## src/rtl/neorv32_wb_mailbox.sv

```systemverilog
// Wishbone classic responder: scratch/status/control registers plus a transmit
// mailbox FIFO drained through a valid/ready stream, with an optional empty IRQ.
module neorv32_wb_mailbox #(
  parameter logic [31:0] BASE_ADDR  = 32'h9000_0000,
  parameter int unsigned FIFO_DEPTH = 8,
  parameter int unsigned LVL_W      = $clog2(FIFO_DEPTH) + 1
) (
  input  logic        clk_i,
  input  logic        rstn_i,
  input  logic        wb_cyc_i,
  input  logic        wb_stb_i,
  input  logic        wb_we_i,
  input  logic [3:0]  wb_sel_i,
  input  logic [31:0] wb_adr_i,
  input  logic [31:0] wb_dat_i,
  output logic [31:0] wb_dat_o,
  output logic        wb_ack_o,
  output logic        wb_err_o,
  output logic [31:0] fifo_dout_o,
  output logic        fifo_valid_o,
  input  logic        fifo_ready_i,
  output logic        irq_o
);

  localparam int unsigned PTR_W = (FIFO_DEPTH > 1) ? $clog2(FIFO_DEPTH) : 1;

  localparam logic [0:0] S_IDLE = 1'b0;
  localparam logic [0:0] S_RESP = 1'b1;

  localparam logic [1:0] REG_SCRATCH = 2'd0;
  localparam logic [1:0] REG_TXDATA  = 2'd1;
  localparam logic [1:0] REG_STATUS  = 2'd2;
  localparam logic [1:0] REG_CTRL    = 2'd3;

  logic [0:0]       state_q, state_d;
  logic             ack_q, ack_d;
  logic             err_q, err_d;
  logic [31:0]      dat_q, dat_d;
  logic [31:0]      scratch_q, scratch_d;
  logic             irq_en_q, irq_en_d;
  logic             ovf_q, ovf_d;
  logic             irq_q;
  logic [PTR_W-1:0] wr_ptr_q, wr_ptr_d;
  logic [PTR_W-1:0] rd_ptr_q, rd_ptr_d;
  logic [LVL_W-1:0] level_q, level_d;
  logic [31:0]      mem_q [FIFO_DEPTH];

  logic        req, accept, wr, rd;
  logic [1:0]  reg_sel;
  logic        empty, full;
  logic        push_req, bad_sel, flush, pop, push;
  logic [31:0] status_w, rdata;
  logic        unused_adr;

  assign unused_adr = ^wb_adr_i[1:0];

  assign req     = wb_cyc_i & wb_stb_i & (wb_adr_i[31:4] == BASE_ADDR[31:4]);
  assign accept  = (state_q == S_IDLE) & req;
  assign reg_sel = wb_adr_i[3:2];
  assign wr      = accept & wb_we_i;
  assign rd      = accept & ~wb_we_i;

  assign empty = (level_q == '0);
  assign full  = (level_q == LVL_W'(FIFO_DEPTH));

  assign push_req = wr & (reg_sel == REG_TXDATA) & (wb_sel_i == 4'hF);
  assign bad_sel  = wr & (reg_sel == REG_TXDATA) & (wb_sel_i != 4'hF);
  assign flush    = wr & (reg_sel == REG_CTRL) & wb_sel_i[0] & wb_dat_i[1];
  assign pop      = ~empty & fifo_ready_i;
  // A pop on the same edge frees the slot, so a push into a full FIFO still lands.
  assign push     = push_req & (~full | pop);

  always_comb begin
    status_w              = '0;
    status_w[0]           = empty;
    status_w[1]           = full;
    status_w[2]           = ovf_q;
    status_w[8 +: LVL_W]  = level_q;
  end

  always_comb begin
    rdata = '0;
    case (reg_sel)
      REG_SCRATCH: rdata = scratch_q;
      REG_TXDATA:  rdata = '0;
      REG_STATUS:  rdata = status_w;
      REG_CTRL:    rdata = {31'b0, irq_en_q};
      default:     rdata = '0;
    endcase
  end

  always_comb begin
    state_d = S_IDLE;
    ack_d   = 1'b0;
    err_d   = 1'b0;
    dat_d   = '0;
    case (state_q)
      S_IDLE: begin
        if (req) begin
          state_d = S_RESP;
          err_d   = bad_sel;
          ack_d   = ~bad_sel;
          dat_d   = rd ? rdata : '0;
        end
      end
      S_RESP:  state_d = S_IDLE;
      default: state_d = S_IDLE;
    endcase
  end

  always_comb begin
    scratch_d = scratch_q;
    irq_en_d  = irq_en_q;
    ovf_d     = ovf_q;
    if (wr && reg_sel == REG_SCRATCH) begin
      for (int unsigned i = 0; i < 4; i++) begin
        if (wb_sel_i[i]) scratch_d[8*i +: 8] = wb_dat_i[8*i +: 8];
      end
    end
    if (wr && reg_sel == REG_CTRL && wb_sel_i[0]) irq_en_d = wb_dat_i[0];
    if (wr && reg_sel == REG_STATUS && wb_sel_i[0] && wb_dat_i[2]) begin
      ovf_d = 1'b0;
    end else if (push_req && full && !pop) begin
      ovf_d = 1'b1;
    end
  end

  always_comb begin
    wr_ptr_d = wr_ptr_q;
    rd_ptr_d = rd_ptr_q;
    level_d  = level_q;
    if (flush) begin
      wr_ptr_d = '0;
      rd_ptr_d = '0;
      level_d  = '0;
    end else begin
      if (pop)  rd_ptr_d = rd_ptr_q + PTR_W'(1);
      if (push) wr_ptr_d = wr_ptr_q + PTR_W'(1);
      level_d = level_q + LVL_W'(push) - LVL_W'(pop);
    end
  end

  always_ff @(posedge clk_i or negedge rstn_i) begin
    if (!rstn_i) begin
      state_q   <= S_IDLE;
      ack_q     <= 1'b0;
      err_q     <= 1'b0;
      dat_q     <= '0;
      scratch_q <= '0;
      irq_en_q  <= 1'b0;
      ovf_q     <= 1'b0;
      irq_q     <= 1'b0;
      wr_ptr_q  <= '0;
      rd_ptr_q  <= '0;
      level_q   <= '0;
    end else begin
      state_q   <= state_d;
      ack_q     <= ack_d;
      err_q     <= err_d;
      dat_q     <= dat_d;
      scratch_q <= scratch_d;
      irq_en_q  <= irq_en_d;
      ovf_q     <= ovf_d;
      irq_q     <= irq_en_q & empty;
      wr_ptr_q  <= wr_ptr_d;
      rd_ptr_q  <= rd_ptr_d;
      level_q   <= level_d;
    end
  end

  // Storage needs no reset: the level counter alone decides what is visible.
  always_ff @(posedge clk_i) begin
    if (push && !flush) mem_q[wr_ptr_q] <= wb_dat_i;
  end

  assign wb_ack_o     = ack_q;
  assign wb_err_o     = err_q;
  assign wb_dat_o     = dat_q;
  assign fifo_valid_o = ~empty;
  assign fifo_dout_o  = empty ? '0 : mem_q[rd_ptr_q];
  assign irq_o        = irq_q;

endmodule

```

## config.mk

```make
export PLATFORM = sky130hd
export DESIGN_NAME = neorv32_wb_mailbox
export DESIGN_NICKNAME = d
export VERILOG_FILES = /design/src/rtl/neorv32_wb_mailbox.sv
export SDC_FILE = /design/constraint.sdc
export NUM_CORES = 1
export LEC_CHECK = 0
export CORE_ASPECT_RATIO = 1.25
export CORE_MARGIN = 5
export CORE_UTILIZATION = 45
export DETAILED_ROUTE_END_ITERATION = 10
export GPL_ROUTABILITY_DRIVEN = 0
export PLACE_DENSITY_LB_ADDON = 0.3
export SYNTH_ARGS = -nofsm -noshare
export SYNTH_HDL_FRONTEND = slang
export SYNTH_SLANG_ARGS = --single-unit
```

## constraint.sdc

```tcl
create_clock -name clk_i -period 6.6 [get_ports clk_i]
set_clock_uncertainty 0.2 [all_clocks]
set_input_delay 0.99 -clock clk_i [delete_from_list [all_inputs] [get_ports clk_i]]
set_output_delay 0.99 -clock clk_i [all_outputs]
set_load 0.01 [all_outputs]
```

==> run_results.csv <==
group,metric,value,unit
final_layout,seq_share,60.3,%
floorplanning,initial_core_util,45.4,%
setup_path,crit_end,"fifo_dout_o[0]",
logic_synthesis,synth.area.mux_share,16.7,%
floorplanning,rows,70,
final_layout,design_area,16100,µm²
logic_synthesis,synthDominantCellAreaShare,58.3,%
floorplanning,core_area,29100,µm²
logic_synthesis,ys_sh_simple,6.59,%
clock_tree,cts.path.max_buffers,3,
global_routing,grt_usage,16.8,%
setup_path,cp_top_family,"flip-flops",
logic_synthesis,ys_seq_share,73.5,%
logic_synthesis,ff_type,"edfxtp_1",
logic_synthesis,edf_count,256,
global_routing,use_met2,29.6,%
power,ir_worst_vdd,0.217,mV
final_layout,nets,896,
clock_tree,ctsHoldBuffers,0,
setup_path,crit_path_max_fanout,49,
final_layout,area_delta_synth_final,21.9,%
sta,maxSlewViolCount,0,
setup_path,worstPathRequired,5.41,ns
global_routing,gr-max-usage-layer,"met2",
outcome,run_status,"finished clean",
route,drc,0,
run,warnings,29,
logic_synthesis,topCellsByArea,"edfxtp_1, dfrtp_1, mux4_2, mux2i_1, mux2_2",
logic_synthesis,synth_cells,658,
setup_path,end_kind,"output port",
floorplanning,die_w,163,µm
route,wl,27.0,mm
logic_synthesis,ys_ff,336,
floorplanning,chip_area,32900,µm²
final_layout,logic_gates,284,
final_layout,final-nonclk-buf-share,9.24,%
final_layout,flop-count,336,
global_routing,antenna_found_initial,2,
sta,rsz0062_at_grt,"false",
final_layout,buffers,152,
sta,holdWs,0.105,ns
logic_synthesis,ys_warn_count,0,
global_routing,grt_max_degree,65,
final_layout,top_register,"mem_q",
final_layout,n_all_inverters,8,
setup_path,crit_start,"rd_ptr_q[0]$_DFFE_PN0P_",
global_routing,grt_pass1_vias,7267,
route,dr_wl_met2,14.2,mm
placement,place_inst,1176,
logic_synthesis,ys_cells,658,
sta,finalCritPeriodShare,71.2,%
logic_synthesis,syn-num-nets,741,
route,top_layer,"met5",
final_layout,regArea,9700,µm²
clock_tree,clk-insertion-delay-late,0.55,ns
floorplanning,tapCellCount,396,
run,drv_cap,0,
logic_synthesis,syn_area,13200,µm²
sta,final.setup.tns,0,ns
placement,port_buffers,139,
clock_tree,root_buffer,"clkbuf_16",
setup_path,rr_worst_depth,11,
setup_path,worstReg2RegStart,"level_q[2]$_DFF_PN0_",
clock_tree,cts_max_level,1,
route,viasPerCell,5.26,
route,drt_iter0_drc,424,
global_routing,grt_pass1_wl,42.3,mm
setup_path,critPathSlowestCell,"dfrtp_4",
## report_power, final
| group | switching, mW | leakage, nW | internal, mW | total [mW] |
|---|---|---|---|---|
| logic | 0.612 | 1.95 | 0.832 | 1.44 |
| clock network | 0.728 | 0.477 | 0.997 | 1.72 |
| registers | 0.144 | 3.40 | 2.30 | 2.45 |
| total | 1.48 | 5.82 | 4.13 | 5.62 |
## synthesized netlist by cell type (all sizes together) (2+ instances only)
library cell	count
mux2i	39
and2	27
mux4	64
ha	8
nor4b	4
xnor2	3
nor4	8
and3	4
nand3	3
and3b	2
dfrtp	80
nand2	5
mux2	33
nor3b	4
nor2	47
and4bb	2
a21o	3
inv	8
edfxtp	256
and4	3
nand4	7
clkbuf	17
a31oi	2
buf	13
nor2b	4
Metal 1:
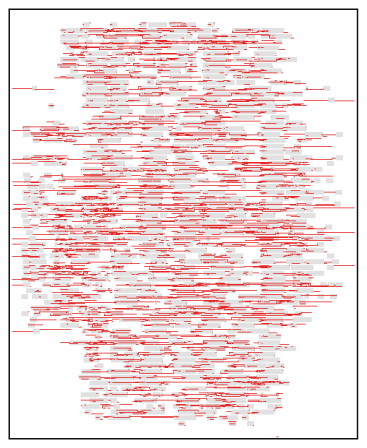
wire length on this layer = 10700 µm
longest straight run = 69.9 µm
share of all routed wire = 40%

Metal 2:
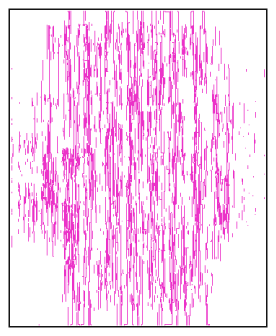
share of all routed wire = 53%
longest straight run = 75.1 µm

No activity file was given, so power comes from the tool's default toggle rates.
